### Layout detail, run 1

Bar = 10 um. Window x 26 to 51, y 15 to 40 um. Cells in gray, sequential cells in the stronger gray; small squares are vias.
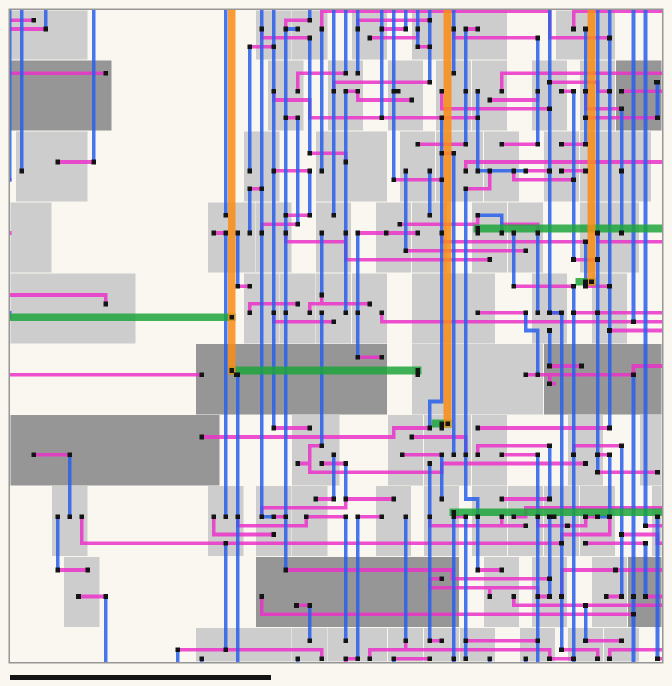
### Gate families picked out, run 1

Bar = 20 um.
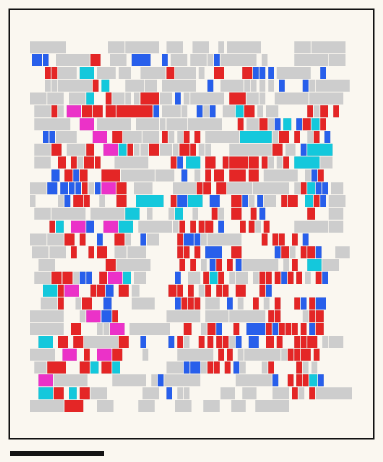
### Wire density map, run 1

15 x 18 tiles, from black (low) to pale yellow (high), scaled to the fullest tile. Values are wire area over tile area, all layers added.
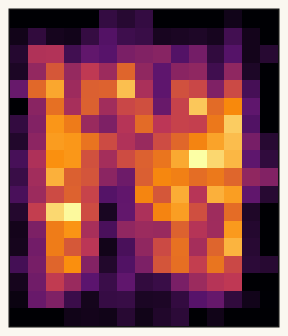
===== src/rtl/pipe_hazard_unit.sv =====
// Hazard/forwarding controller for the 5-stage core: scoreboard of in-flight
// destinations, decode stall, branch flush, EX bubble and forwarding selects.
module pipe_hazard_unit #(
    parameter int REG_AW      = 5,
    parameter int DEPTH       = 3,
    parameter int LOAD_LAT    = 1,
    parameter int FWD_EN      = 1,
    parameter int ZERO_REG_EN = 1,
    parameter int CNT_W       = 16,
    localparam int SEL_W      = $clog2(DEPTH + 1)
) (
    input  logic              clk,
    input  logic              rst,
    input  logic              id_valid,
    input  logic [REG_AW-1:0] id_rn,
    input  logic [REG_AW-1:0] id_rm,
    input  logic              id_use_rn,
    input  logic              id_use_rm,
    input  logic [REG_AW-1:0] id_rd,
    input  logic              id_reg_write,
    input  logic              id_is_load,
    input  logic              br_taken,
    output logic              stall,
    output logic              flush_id,
    output logic              bubble_ex,
    output logic [SEL_W-1:0]  fwd_sel_a,
    output logic [SEL_W-1:0]  fwd_sel_b,
    output logic [CNT_W-1:0]  stall_cnt
);

    logic [DEPTH-1:0]  r_vld;
    logic [DEPTH-1:0]  r_wr;
    logic [DEPTH-1:0]  r_ld;
    logic [REG_AW-1:0] r_rd [DEPTH];
    logic [SEL_W-1:0]  r_fwd_sel_a;
    logic [SEL_W-1:0]  r_fwd_sel_b;
    logic [CNT_W-1:0]  r_stall_cnt;

    logic              w_src_ok_a;
    logic              w_src_ok_b;
    logic              w_hit_a;
    logic              w_hit_b;
    logic              w_ld_a;
    logic              w_ld_b;
    logic [SEL_W-1:0]  w_idx_a;
    logic [SEL_W-1:0]  w_idx_b;
    logic              w_haz_a;
    logic              w_haz_b;
    logic              w_stall;
    logic              w_issue;
    logic [SEL_W-1:0]  w_nxt_sel_a;
    logic [SEL_W-1:0]  w_nxt_sel_b;

    // Youngest-match search: scanning oldest to youngest lets the lowest index win.
    always_comb begin
        w_src_ok_a = id_use_rn & ((ZERO_REG_EN == 0) | (id_rn != {REG_AW{1'b0}}));
        w_src_ok_b = id_use_rm & ((ZERO_REG_EN == 0) | (id_rm != {REG_AW{1'b0}}));
        w_hit_a = 1'b0;
        w_hit_b = 1'b0;
        w_ld_a  = 1'b0;
        w_ld_b  = 1'b0;
        w_idx_a = {SEL_W{1'b0}};
        w_idx_b = {SEL_W{1'b0}};
        for (int i = DEPTH - 1; i >= 0; i--) begin
            if (w_src_ok_a && r_vld[i] && r_wr[i] && (r_rd[i] == id_rn)) begin
                w_hit_a = 1'b1;
                w_ld_a  = r_ld[i];
                w_idx_a = SEL_W'(i);
            end else begin
                w_hit_a = w_hit_a;
            end
            if (w_src_ok_b && r_vld[i] && r_wr[i] && (r_rd[i] == id_rm)) begin
                w_hit_b = 1'b1;
                w_ld_b  = r_ld[i];
                w_idx_b = SEL_W'(i);
            end else begin
                w_hit_b = w_hit_b;
            end
        end
    end

    // A WB-stage match must stall because the register file does not write through.
    always_comb begin
        w_haz_a = w_hit_a & ((FWD_EN == 0) | (w_ld_a & (int'(w_idx_a) < LOAD_LAT)) |
                             (w_idx_a == SEL_W'(DEPTH - 1)));
        w_haz_b = w_hit_b & ((FWD_EN == 0) | (w_ld_b & (int'(w_idx_b) < LOAD_LAT)) |
                             (w_idx_b == SEL_W'(DEPTH - 1)));
        w_stall = (w_haz_a | w_haz_b) & id_valid & ~br_taken;
        w_issue = id_valid & ~w_stall & ~br_taken;
        w_nxt_sel_a = (w_issue & w_hit_a & ~w_haz_a) ? (w_idx_a + SEL_W'(1)) : {SEL_W{1'b0}};
        w_nxt_sel_b = (w_issue & w_hit_b & ~w_haz_b) ? (w_idx_b + SEL_W'(1)) : {SEL_W{1'b0}};
    end

    // Scoreboard shift, forwarding-select registers and saturating stall counter.
    always_ff @(posedge clk) begin
        if (rst) begin
            r_vld       <= {DEPTH{1'b0}};
            r_wr        <= {DEPTH{1'b0}};
            r_ld        <= {DEPTH{1'b0}};
            for (int i = 0; i < DEPTH; i++) begin
                r_rd[i] <= {REG_AW{1'b0}};
            end
            r_fwd_sel_a <= {SEL_W{1'b0}};
            r_fwd_sel_b <= {SEL_W{1'b0}};
            r_stall_cnt <= {CNT_W{1'b0}};
        end else begin
            for (int i = DEPTH - 1; i > 0; i--) begin
                r_vld[i] <= r_vld[i-1];
                r_wr[i]  <= r_wr[i-1];
                r_ld[i]  <= r_ld[i-1];
                r_rd[i]  <= r_rd[i-1];
            end
            r_vld[0]    <= w_issue;
            r_wr[0]     <= w_issue & id_reg_write;
            r_ld[0]     <= w_issue & id_is_load;
            r_rd[0]     <= id_rd;
            r_fwd_sel_a <= w_nxt_sel_a;
            r_fwd_sel_b <= w_nxt_sel_b;
            if (w_stall && (r_stall_cnt != {CNT_W{1'b1}})) begin
                r_stall_cnt <= r_stall_cnt + {{(CNT_W-1){1'b0}}, 1'b1};
            end else begin
                r_stall_cnt <= r_stall_cnt;
            end
        end
    end

    assign stall     = w_stall;
    assign flush_id  = br_taken;
    assign bubble_ex = w_stall | br_taken;
    assign fwd_sel_a = r_fwd_sel_a;
    assign fwd_sel_b = r_fwd_sel_b;
    assign stall_cnt = r_stall_cnt;

endmodule

===== config.mk =====
export PLATFORM = sky130hd
export DESIGN_NAME = pipe_hazard_unit
export DESIGN_NICKNAME = d
export VERILOG_FILES = /design/src/rtl/pipe_hazard_unit.sv
export SDC_FILE = /design/constraint.sdc
export NUM_CORES = 1
export LEC_CHECK = 0
export ABC_AREA = 1
export CORE_ASPECT_RATIO = 1.2
export CORE_MARGIN = 4
export CORE_UTILIZATION = 48
export CTS_CLUSTER_DIAMETER = 120
export DETAILED_ROUTE_END_ITERATION = 8
export GPL_TIMING_DRIVEN = 0
export PLACE_DENSITY = 0.73
export SYNTH_ARGS = -nofsm -noshare
export SYNTH_HDL_FRONTEND = slang
export SYNTH_SLANG_ARGS = --single-unit

===== constraint.sdc =====
create_clock -name clk -period 2.29 [get_ports clk]
set_clock_uncertainty 0.2 [all_clocks]
set_input_delay 0.229 -clock clk [delete_from_list [all_inputs] [get_ports clk]]
set_output_delay 0.229 -clock clk [all_outputs]
set_load 0.05 [all_outputs]

==> results.py, run 1 <==
# Physical implementation metrics
metrics = {
    "worst_setup_path": {
        "cp.depth": 15,
        "startpoint": "r_rd[0][12]$_SDFF_PP0_",
        "crit_type": "register to output pin",
        "reg2reg_slack_ns": -0.64,
        "r2r_cells": 19,
        "max_stage_delay_ns": 0.37,
        "crit_chain": "inv_2 > nand2_2 > o2111ai_2 > a2111oi_2 > nand4_1 > ha_2 > inv_1 > o21bai_4 > nand2_2 > nand2_4 > a21oi_4 > buf_4 > nor2_4 > inv_2 > buf_8",
        "cp.buffers_inverters": 5,
        "r2r_start": "r_rd[0][12]$_SDFF_PP0_",
        "required_ns": 1.86,
        "cp-start-kind": "register",
        "crit_arrival_ns": 2.57,
        "cp_top_family": "AND-OR/OR-AND gates",
        "r2r-end": "stall_cnt[7]$_SDFFE_PP0P_",
        "crit_path_end": "bubble_ex",
        "end_kind": "output pin",
    },
    "layout": {
        "post-route-util_pct": 69.2,
        "flop_area_sq_um": 898,
        "diodes": 0,
        "flop-count": 44,
        "final_cell_area_sq_um": 3740,
        "area_delta_synth_final_pct": 36.1,
        "buffer_area_share_pct": 18.3,
        "nClkBuffers": 5,
        "nNonClkBuffers": 75,
        "logic_gates": 320,
        "final-clk-cell-share_pct": 2.34,
        "largestClassByArea": "logic gates",
        "drive_gt1_share_pct": 22.8,
        "final_layout_top_logic_cells": "115 x nand2_1, 64 x nor2_1, 58 x inv_1",
    },
    "yosys": {
        "synth_top_cell_by_area": "dfxtp_1",
        "ys_seq_share_pct": 32.1,
        "ys_area_sq_um": 2750,
        "syn_inst": 449,
        "top_cell_area_share_pct": 32.1,
        "ys_cells": 449,
        "avgSynthCellArea_sq_um": 6.12,
        "syn_area_sq_um": 2750,
        "ys_ff": 44,
        "fp_nets": 477,
        "topCellsByArea": "dfxtp_1 32%, nand2_1 19%, nor2_1 9.6%",
        "ys_types": 30,
    },
    "final_timing": {
        "relSlewSlack_pct": 56.6,
        "worst_pin_slew_ns": 0.651,
        "rsz0062_at_grt": "yes",
        "tns_ns": -13.23,
        "max_freq_mhz": 334,
        "fin_ws_ns": -0.708,
        "setup_viol": 25,
        "min_period_ns": 3.00,
        "hold_violations": 0,
        "hold-worst-slack_ns": 0.168,
        "period_used_pct": 131,
    },
    "floorplanning": {
        "fp_util_pct": 50.8,
        "num_io_pins": 46,
        "num_rows": 29,
        "taps": 62,
        "die_h_um": 90.9,
        "core_area_sq_um": 5410,
        "die-width_um": 77.1,
        "chipArea_sq_um": 7000,
    },
    "placement": {
        "numPortBuffers": 43,
        "place_area_sq_um": 3260,
        "gp_congestion": 0.941,
        "preCtsSetupSlack_ns": -1.73,
    },
    "clock_network": {
        "htreeDepth": 2,
        "hold_buffers": 0,
        "cts_inserted_buffers": 5,
        "clockBufferDepth": 2,
        "clk_root_buffer_cell": "clkbuf_8",
        "path_clk_slew_ns": 0.09,
        "cts.sink_count": 44,
    },
    "global_routing": {
        "antenna_found_initial": 0,
        "grt_pass1_vias": 2911,
        "grt_max_degree": 15,
        "globalRoute.totalOverflow": 0,
    },
    "job": {
        "cap_violations": 0,
        "warnings": 31,
    },
    "power_and_ir_drop": {
        "p_sw_mw": 0.433,
        "seqPwrFrac_pct": 52.6,
        "p_leak_nw": 1.68,
        "pwr-share-comb_pct": 14.0,
        "max-vdd-ir-drop_mv": 0.312,
        "totalPowerFinal_mw": 1.50,
        "p_int_mw": 1.07,
        "power_density_nw_per_um2": 402,
    },
    "outcome": {
        "violations": "setup timing",
        "status": "finished with violations",
    },
    "routing": {
        "vias_per_cell": 5.20,
        "first_pass_iters": 4,
        "drc": 0,
        "ant_nets": 0,
    },
    "hold_path": {
        "hold_path_class": "primary input to register",
        "min_to": "stall_cnt[13]$_SDFFE_PP0P_",
        "hp-start": "rst",
    },
}
About 'Layout detail':
[met1] magenta
[met2] blue
[met3] green
[met4] orange
most frequent: nand2_1 (25), nor2_1 (9), inv_1 (7)
netlist names of flops here include: r_rd (4), stall_cnt (1)
sequential cells in the window: 5
cells with their middle in the window: 63

About 'Gate families picked out':
[NAND gates] red | cells: 190
[NOR gates] blue | cells: 81 | where: widely spread
[inverting AOI/OAI gates] cyan | cells: 29 | where: widely spread
[XOR/XNOR gates] magenta | cells: 14
Layout Cells excl Fill: 584
most numerous logic cell after layout: nand2_1
logic share of the area: 45.6%

About 'Wire density map':
emptiest ninth of the die: north-east
fullest tile: 0.54
nearly empty tiles: 11%
mean over tiles: 0.20
routed len/inst: 14.5 um
total number of vias: 3034
Total GRT Usage: 23.7%
Total Wirelength: 8.47 mm

run 1: repair_timing:
action / in CTS / in global routing
setup buffers: 16 / 7
pin swaps: 9 / 20
gates resized: 55 / 50
endpoints found under the setup margin: 25 / 25
gates cloned: 1 / 0
run 1: kinds of logic after synthesis:
logic type / after synthesis / synth area share [%]
simple gates: 272 / 42.6
fa+ha+maj: 5 / 2.28
buf+inv: 85 / 12.4
flops: 44 / 32.1
compound gates: 29 / 6.19
xor+xnor: 14 / 4.46
run 1: layer usage:
| metal | part of all wire, % | vias up | GRT usage [%] | wire length [um] |
|---|---|---|---|---|
| met5 | 0 | - | 0 | 0 |
| met4 | 4.5 | 0 | 13.2 | 383 |
| met3 | 4.0 | 31 | 4.19 | 340 |
| met2 | 52 | 93 | 43.0 | 4380 |
| met1 | 40 | 1373 | 25.7 | 3360 |
| li1 | - | 1537 | - | - |
run 1: cells in the mapped netlist, drive strengths merged:
library cell and count:
nor2 73, xnor2 5, clkinv 1, o21ai 4
nor3 6, nor4 2, and3 1, clkbuf 5
nand2 142, inv 74, dfxtp 44, o2111ai 1
nand3 23, o21bai 1, a2111oi 1, buf 5
a21oi 22, ha 5, xor2 9, nand4 25
run 1: power groups by stage:
| stage | Clock [mW] | Sequential, mW | Combinational [mW] |
|---|---|---|---|
| floorplan | 0 | 0.805 | 0.112 |
| global placement | 0 | 0.807 | 0.191 |
| detailed placement | 0 | 0.807 | 0.191 |
| CTS | 0.512 | 0.788 | 0.198 |
| global route | 0.540 | 0.792 | 0.231 |
| finish | 0.502 | 0.790 | 0.210 |
run 1: sequential cells by signal (all words and copies together), names as in the netlist:
register	flops
stall_cnt	16
r_rd	15
r_ld	3
r_vld	3
r_wr	3
fwd_sel_a	2
fwd_sel_b	2
## Run 2: what changed since run 1
--- a/config.mk
+++ b/config.mk
@@ -10,3 +10,3 @@
 export CORE_MARGIN = 4
-export CORE_UTILIZATION = 48
+export CORE_UTILIZATION = 58
 export CTS_CLUSTER_DIAMETER = 120
@@ -14,3 +14,4 @@
 export GPL_TIMING_DRIVEN = 0
-export PLACE_DENSITY = 0.73
+export PLACE_DENSITY = 0.83
+export SLEW_MARGIN = 5
 export SYNTH_ARGS = -nofsm -noshare
==> constraint.sdc (replaced) <==
create_clock -name clk -period 3.61 [get_ports clk]
set_clock_uncertainty 0.2 [all_clocks]
set_input_delay 0.722 -clock clk [delete_from_list [all_inputs] [get_ports clk]]
set_output_delay 0.722 -clock clk [all_outputs]
set_load 0.05 [all_outputs]
==> run 2 against run 1 <==
The flow still finishes with violations (setup timing); critical path depth grew 6; via count is 3.4% higher; synthesized cell count stayed put; global-route usage up 5.9 points; non-clock buffer count fell by 4; combinational power shrank 28%; critical path type is now primary input to output pin; largest power group unchanged.
==> results.py, run 2 <==
# Physical implementation metrics
metrics = {
    "outcome": {
        "status": "finished with violations",
        "violations": "setup timing",
    },
    "clock_network": {
        "path_clk_slew_ns": 0.08,
        "htreeDepth": 2,
        "clk_root_buffer_cell": "clkbuf_8",
        "hold_buffers": 0,
        "clk_latency_ns": 0.30,
        "clockBufferDepth": 2,
        "cts.sink_count": 44,
        "cts_tree": "yes",
        "cts_inserted_buffers": 5,
    },
    "routing": {
        "wl_mm": 8.71,
        "vias_per_cell": 5.44,
        "first_pass_iters": 6,
        "first_iter_violations": 194,
        "drc": 0,
        "wl_per_cell_um": 15.1,
        "ant_nets": 0,
        "vias": 3136,
    },
    "worst_setup_path": {
        "max_stage_delay_ns": 0.22,
        "r2r-end": "stall_cnt[7]$_SDFFE_PP0P_",
        "required_ns": 2.69,
        "cp.buffers_inverters": 8,
        "cp-start-kind": "primary input",
        "crit_arrival_ns": 2.77,
        "crit_type": "primary input to output pin",
        "r2r_start": "r_rd[0][8]$_SDFF_PP0_",
        "r2r_cells": 18,
        "cp_max_fo": 6,
        "end_kind": "output pin",
        "reg2reg_slack_ns": 0.75,
        "cp_top_family": "simple AND/OR/NAND/NOR gates",
        "crit_chain": "buf_12 > inv_8 > nand2_4 > nand2_1 > inv_1 > nand2_1 > nor2_2 > nand3_2 > nand2_2 > inv_2 > nand4_1 > ha_2 > inv_2 > o21bai_4 > nand2_2 > nand2_4 > a21oi_4 > buf_6 > nand2_4 > inv_2 > buf_8",
    },
    "yosys": {
        "edf_count": 0,
        "synthArstFlopShare_pct": 0,
        "ys_cells": 449,
        "avgSynthCellArea_sq_um": 6.12,
        "fp_nets": 477,
        "xor_area_share_pct": 4.46,
        "ys_ff": 44,
        "top_cell_area_share_pct": 32.1,
        "ys_area_sq_um": 2750,
        "ff_type": "dfxtp_1",
        "synth_top_cell_by_area": "dfxtp_1",
        "ys_sh_simple_pct": 42.6,
        "aoi_share_pct": 6.19,
        "netlist_top_cells_count": "138 x nand2_1, 70 x nor2_1, 69 x inv_1",
        "ys_types": 30,
        "syn_inst": 449,
        "adder_share_pct": 2.28,
        "top_logic_kind": "simple AND/OR/NAND/NOR gates",
        "top_cell": "nand2_1",
        "syn_area_sq_um": 2750,
        "ys_seq_share_pct": 32.1,
        "ys_sh_mux_pct": 0,
        "topCellsByArea": "dfxtp_1 32%, nand2_1 19%, nor2_1 9.6%",
    },
    "layout": {
        "diodes": 0,
        "mostFrequentLayoutCell": "nand2_1",
        "final_cell_area_sq_um": 3740,
        "post-route-util_pct": 81.4,
        "final_layout_top_logic_cells": "117 x nand2_1, 59 x nor2_1, 57 x inv_1",
        "drive_gt1_share_pct": 21.8,
        "largest_reg_flops": 16,
        "flop_area_sq_um": 883,
        "area_delta_synth_final_pct": 36.1,
    },
    "floorplanning": {
        "num_io_pins": 46,
        "chipArea_sq_um": 5910,
        "die_h_um": 83.4,
        "die-width_um": 70.8,
        "num_rows": 27,
        "fp_util_pct": 59.8,
        "core_area_sq_um": 4590,
    },
    "placement": {
        "preCtsSetupSlack_ns": -1.36,
        "gp_congestion": 0.910,
        "numPortBuffers": 43,
        "place_area_sq_um": 3250,
        "placedCellCount": 550,
    },
    "final_timing": {
        "fin_ws_ns": -0.0777,
        "hold-worst-slack_ns": 0.229,
        "period_used_pct": 102,
        "max_freq_mhz": 271,
        "min_period_ns": 3.69,
        "worst_pin_slew_ns": 0.588,
        "relSlewSlack_pct": 60.4,
        "rsz0062_at_grt": "yes",
        "hold_violations": 0,
        "setup_viol": 1,
        "drv_slew": 0,
        "tns_ns": -0.0777,
    },
    "job": {
        "warnings": 30,
        "cap_violations": 0,
    },
    "power_and_ir_drop": {
        "p_leak_nw": 1.70,
        "totalPowerFinal_mw": 0.976,
        "max-vdd-ir-drop_mv": 0.227,
        "power_density_nw_per_um2": 261,
    },
    "hold_path": {
        "hp-start": "r_wr[1]$_SDFF_PP0_",
        "min_to": "r_wr[2]$_SDFF_PP0_",
        "hold_path_class": "register to register",
    },
    "global_routing": {
        "grt_max_degree": 14,
        "globalRoute.totalOverflow": 0,
        "antenna_found_initial": 0,
        "grt_pass1_vias": 3112,
        "grt_util_all_layers_pct": 29.6,
    },
}
run 2: area by class of cell:
type / count / area share [%]
buffer: 10 / 1.94
inverter: 75 / 8.07
tap: 58 / 1.94
timing repair buffer: 61 / 14.8
multi-input combinational: 320 / 47.2
clock inverter: 2 / 0.268
clock buffer: 6 / 2.21
sequential: 44 / 23.6
run 2: report_power, final:
group	leakage [nW]	switching, mW	total [mW]	internal (mW)
Clock	0.0510	0.168	0.321	0.153
Sequential	0.358	0.00947	0.503	0.494
Combinational	1.29	0.0941	0.152	0.0576
Total	1.70	0.271	0.976	0.705
run 2: what timing repair did:
item | in CTS | in global routing
pin swaps | 19 | 24
setup endpoints to repair | 2 | 2
resized | 79 | 67
setup buffers | 15 | 3
run 2: routing by layer:
layer  global-route usage [%]  routed length, um  vias up
li1                         -                  -     1537
met1                     31.5               3260     1442
met2                     55.5               4700      118
met3                     4.84                348       39
met4                     13.3                406        0
met5                        0                  0        -
run 2: worst max path at each step:
stage / start / to / slack [ns] / cells after the start
6_report: id_rn[3] / stall / -0.08 / 21
3_5_place_dp: id_rn[4] / stall / -1.36 / 19
4_1_cts: id_rn[3] / stall / -0.05 / 20
3_3_place_gp: id_rn[4] / stall / -1.28 / 19
2_1_floorplan: id_rn[3] / stall / 0.05 / 19
5_1_grt: id_rn[3] / stall / -0.14 / 21
run 2: kinds of logic after synthesis:
group,Yosys count
xor gates and xnor gates,14
adders and majority gates,5
DFF,44
buffers and inverters,85
AOI/OAI and AO/OA,29
and+or+nand+nor,272
### Layout detail, run 2

Bar = 10 um. Window x 23 to 48, y 13 to 38 um. Cells in gray, sequential cells in the stronger gray; small squares are vias.
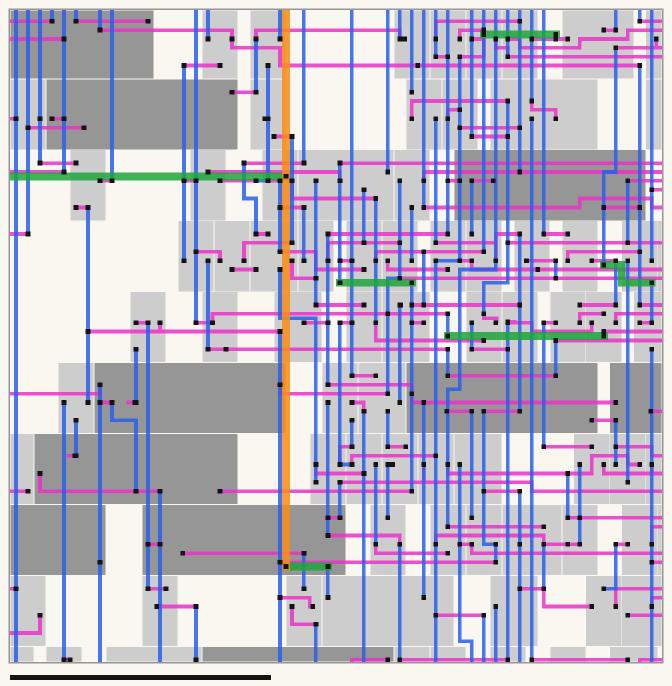
[met4] orange
[met2] blue
[met1] magenta
[met3] green
netlist names of flops here include: r_rd (6), stall_cnt (2)
most frequent: nand2_1 (27), nor2_1 (11)
cells with their middle in the window: 68
sequential cells in the window: 8

### Gate families picked out, run 2

Bar = 20 um.
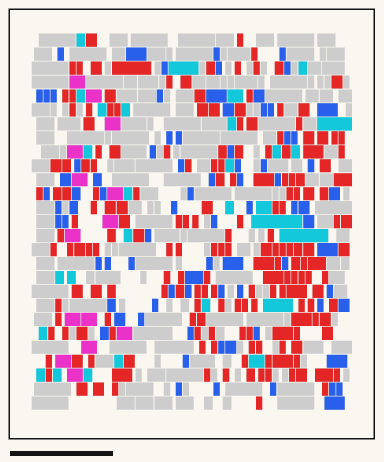
[NAND gates] red | cells: 190
[XOR/XNOR gates] magenta | cells: 14
[NOR gates] blue | cells: 81
[inverting AOI/OAI gates] cyan | cells: 29 | where: widely spread
logic share of the area: 47.2%
Layout Cells excl Fill: 576

## Run 3: what changed since run 2
- SKIP_CTS_REPAIR_TIMING: not set -> 1
==> run 3 against run 2 <==
The run still ends with setup timing left; maximum frequency fell by 2.6%; routed wire length decreased by 5.5%; sequential power about the same; critical path depth stayed put; die area stayed put; via count down 2.1%; final area down 3.2%; critical path type unchanged; critical endpoint is now bubble_ex.
==> results.py, run 3 <==
# Physical implementation metrics
metrics = {
    "yosys": {
        "ys_types": 30,
        "synthArstFlopShare_pct": 0,
        "top_cell": "nand2_1",
        "top_cell_area_share_pct": 32.1,
        "ff_type": "dfxtp_1",
        "netlist_top_cells_count": "138 x nand2_1, 70 x nor2_1, 69 x inv_1",
        "syn_inst": 449,
        "fp_nets": 477,
        "edf_count": 0,
        "avgSynthCellArea_sq_um": 6.12,
        "syn_area_sq_um": 2750,
        "ys_ff": 44,
        "topCellsByArea": "dfxtp_1 32%, nand2_1 19%, nor2_1 9.6%",
        "synth_top_cell_by_area": "dfxtp_1",
        "ys_area_sq_um": 2750,
        "ys_seq_share_pct": 32.1,
        "ys_cells": 449,
        "yosys_warnings": 0,
    },
    "global_routing": {
        "globalRoute.totalOverflow": 0,
        "grt_max_degree": 14,
        "grt_pass1_vias": 2941,
        "antenna_found_initial": 0,
        "grt_pass1_wl_mm": 13.2,
        "grt_util_all_layers_pct": 27.6,
    },
    "worst_setup_path": {
        "r2r_cells": 18,
        "crit_top_cell": "nand2_1",
        "cp_top_family": "simple AND/OR/NAND/NOR gates",
        "cp-start-kind": "primary input",
        "crit_slowest_cell": "a21oi_4",
        "cp.depth": 21,
        "max_stage_delay_ns": 0.23,
        "end_kind": "output pin",
        "cp_max_fo": 6,
        "crit_type": "primary input to output pin",
        "cp.buffers_inverters": 8,
        "crit_arrival_ns": 2.86,
        "required_ns": 2.69,
        "crit_chain": "buf_12 > inv_6 > nand2_1 > nand2_1 > inv_1 > nand2_1 > nor2_1 > nand3_2 > nand2_2 > inv_2 > nand4_1 > ha_2 > inv_1 > o21bai_1 > nand2_1 > nand2_2 > a21oi_4 > buf_4 > nor2_4 > inv_1 > buf_6",
    },
    "floorplanning": {
        "fp_util_pct": 59.8,
        "num_io_pins": 46,
        "chipArea_sq_um": 5910,
        "die_h_um": 83.4,
        "die-width_um": 70.8,
        "core_area_sq_um": 4590,
    },
    "outcome": {
        "status": "finished with violations",
        "violations": "setup timing",
    },
    "final_timing": {
        "rsz0062_at_grt": "yes",
        "hold-worst-slack_ns": 0.228,
        "setup_viol": 2,
        "max_freq_mhz": 264,
        "fin_ws_ns": -0.177,
        "period_used_pct": 105,
        "hold_violations": 0,
        "relSlewSlack_pct": 60.8,
        "worst_pin_slew_ns": 0.583,
        "min_period_ns": 3.79,
        "drv_slew": 0,
    },
    "power_and_ir_drop": {
        "p_int_mw": 0.702,
        "seqPwrFrac_pct": 52.1,
        "power_leader": "sequential cells",
        "p_comb_mw": 0.141,
        "pg_clk_mw": 0.320,
        "pg_seq_mw": 0.502,
        "pwr-share-comb_pct": 14.7,
        "power_density_nw_per_um2": 266,
        "sw_frac_of_total_pct": 27.1,
        "p_sw_mw": 0.261,
        "p_leak_nw": 1.69,
        "max-vdd-ir-drop_mv": 0.234,
        "power_frac_clock_pct": 33.2,
    },
    "layout": {
        "fin_nets": 545,
        "flop_area_sq_um": 882,
        "diodes": 0,
        "mostFrequentLayoutCell": "nand2_1",
        "largest_reg_flops": 16,
        "drive_gt1_share_pct": 17.4,
        "combGateArea_sq_um": 1640,
        "final_layout_top_logic_cells": "126 x nand2_1, 62 x nor2_1, 61 x inv_1",
        "area_delta_synth_final_pct": 31.7,
    },
    "placement": {
        "numPortBuffers": 43,
        "preCtsSetupSlack_ns": -1.36,
        "gp_congestion": 0.910,
        "hpwl_mm": 6.14,
    },
    "clock_network": {
        "cts_inserted_buffers": 5,
        "htreeDepth": 2,
        "path_clk_slew_ns": 0.08,
        "cts_tree": "yes",
        "cts.sink_count": 44,
        "clk_latency_ns": 0.30,
        "clockBufferDepth": 2,
        "clk_root_buffer_cell": "clkbuf_8",
    },
    "hold_path": {
        "holdPathStages": 2,
        "hold_path_class": "register to register",
    },
    "routing": {
        "wl_per_cell_um": 14.3,
        "first_pass_iters": 4,
        "first_iter_violations": 221,
        "vias": 3070,
        "drc": 0,
        "vias_per_cell": 5.33,
        "wl_mm": 8.24,
        "ant_nets": 0,
    },
    "job": {
        "warnings": 29,
        "cap_violations": 0,
    },
}
## run 3: layout make-up
class	instances	area share, %
buffer	10	2.00
clock buffer	6	2.28
clock inverter	2	0.277
inverter	75	7.98
multi-input combinational	320	45.4
sequential	44	24.4
tap	58	2.00
timing repair buffer	61	15.7
## run 3: stage by stage
step / util, % / std cells / area [sq um] / total power [mW] / setup TNS, ns
after detailed placement: 70.8 / 550 / 3250 / 0.631 / -3.22
after CTS: 72.8 / 558 / 3340 / 0.945 / -2.67
final: 78.8 / 576 / 3620 / 0.964 / -0.332
after global routing: 78.8 / 576 / 3620 / 1.00 / -0.637
after floorplan: - / 449 / 2750 / 0.581 / 0
after global placement: 70.8 / 550 / 3250 / 0.629 / -2.48
## run 3: metal layers
metal / vias to the layer above / GRT usage (%) / wire, um
met5: - / 0 / 0
met3: 27 / 4.36 / 359
li1: 1533 / - / -
met1: 1412 / 30.3 / 3150
met2: 98 / 50.5 / 4440
met4: 0 / 12.8 / 291
## run 3: worst paths after layout
kind                                                   to                 from  slack [ns]
worst max-delay path                            bubble_ex             id_rn[3]       -0.18
worst min-delay path                  r_vld[1]$_SDFF_PP0_  r_vld[0]$_SDFF_PP0_        0.23
worst max register to register  stall_cnt[7]$_SDFFE_PP0P_   r_wr[0]$_SDFF_PP0_        0.77
worst min register to register        r_vld[1]$_SDFF_PP0_  r_vld[0]$_SDFF_PP0_        0.23
## run 3: kinds of logic after synthesis
family | count (synthesis) | share of synthesized area, %
adder cells (fa/ha/maj) | 5 | 2.28
flip-flops | 44 | 32.1
AND-OR/OR-AND | 29 | 6.19
XOR/XNOR | 14 | 4.46
buffers and inverters | 85 | 12.4
AND/OR/NAND/NOR | 272 | 42.6
### Gate families picked out, run 3

Bar = 20 um.
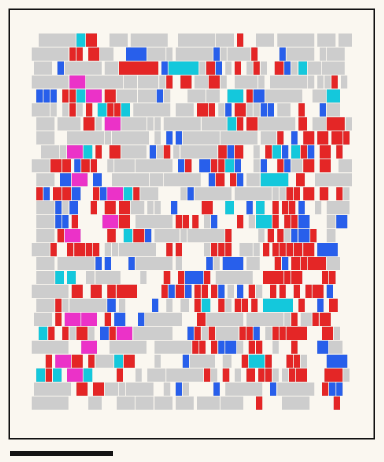
[inverting AOI/OAI gates] cyan | cells: 29 | where: widely spread
[XOR/XNOR gates] magenta | cells: 14
[NAND gates] red | cells: 190
[NOR gates] blue | cells: 81
logic share of the area: 45.4%

### Placed standard cells, run 3

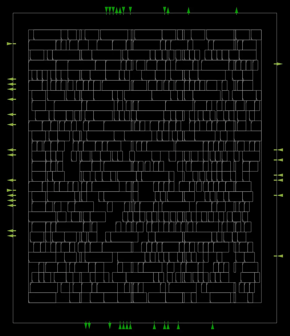
# Taps: 58
row count: 27
flop share of the area: 24.4%
fillers: 353

Power is estimated from default activity; no workload was simulated.
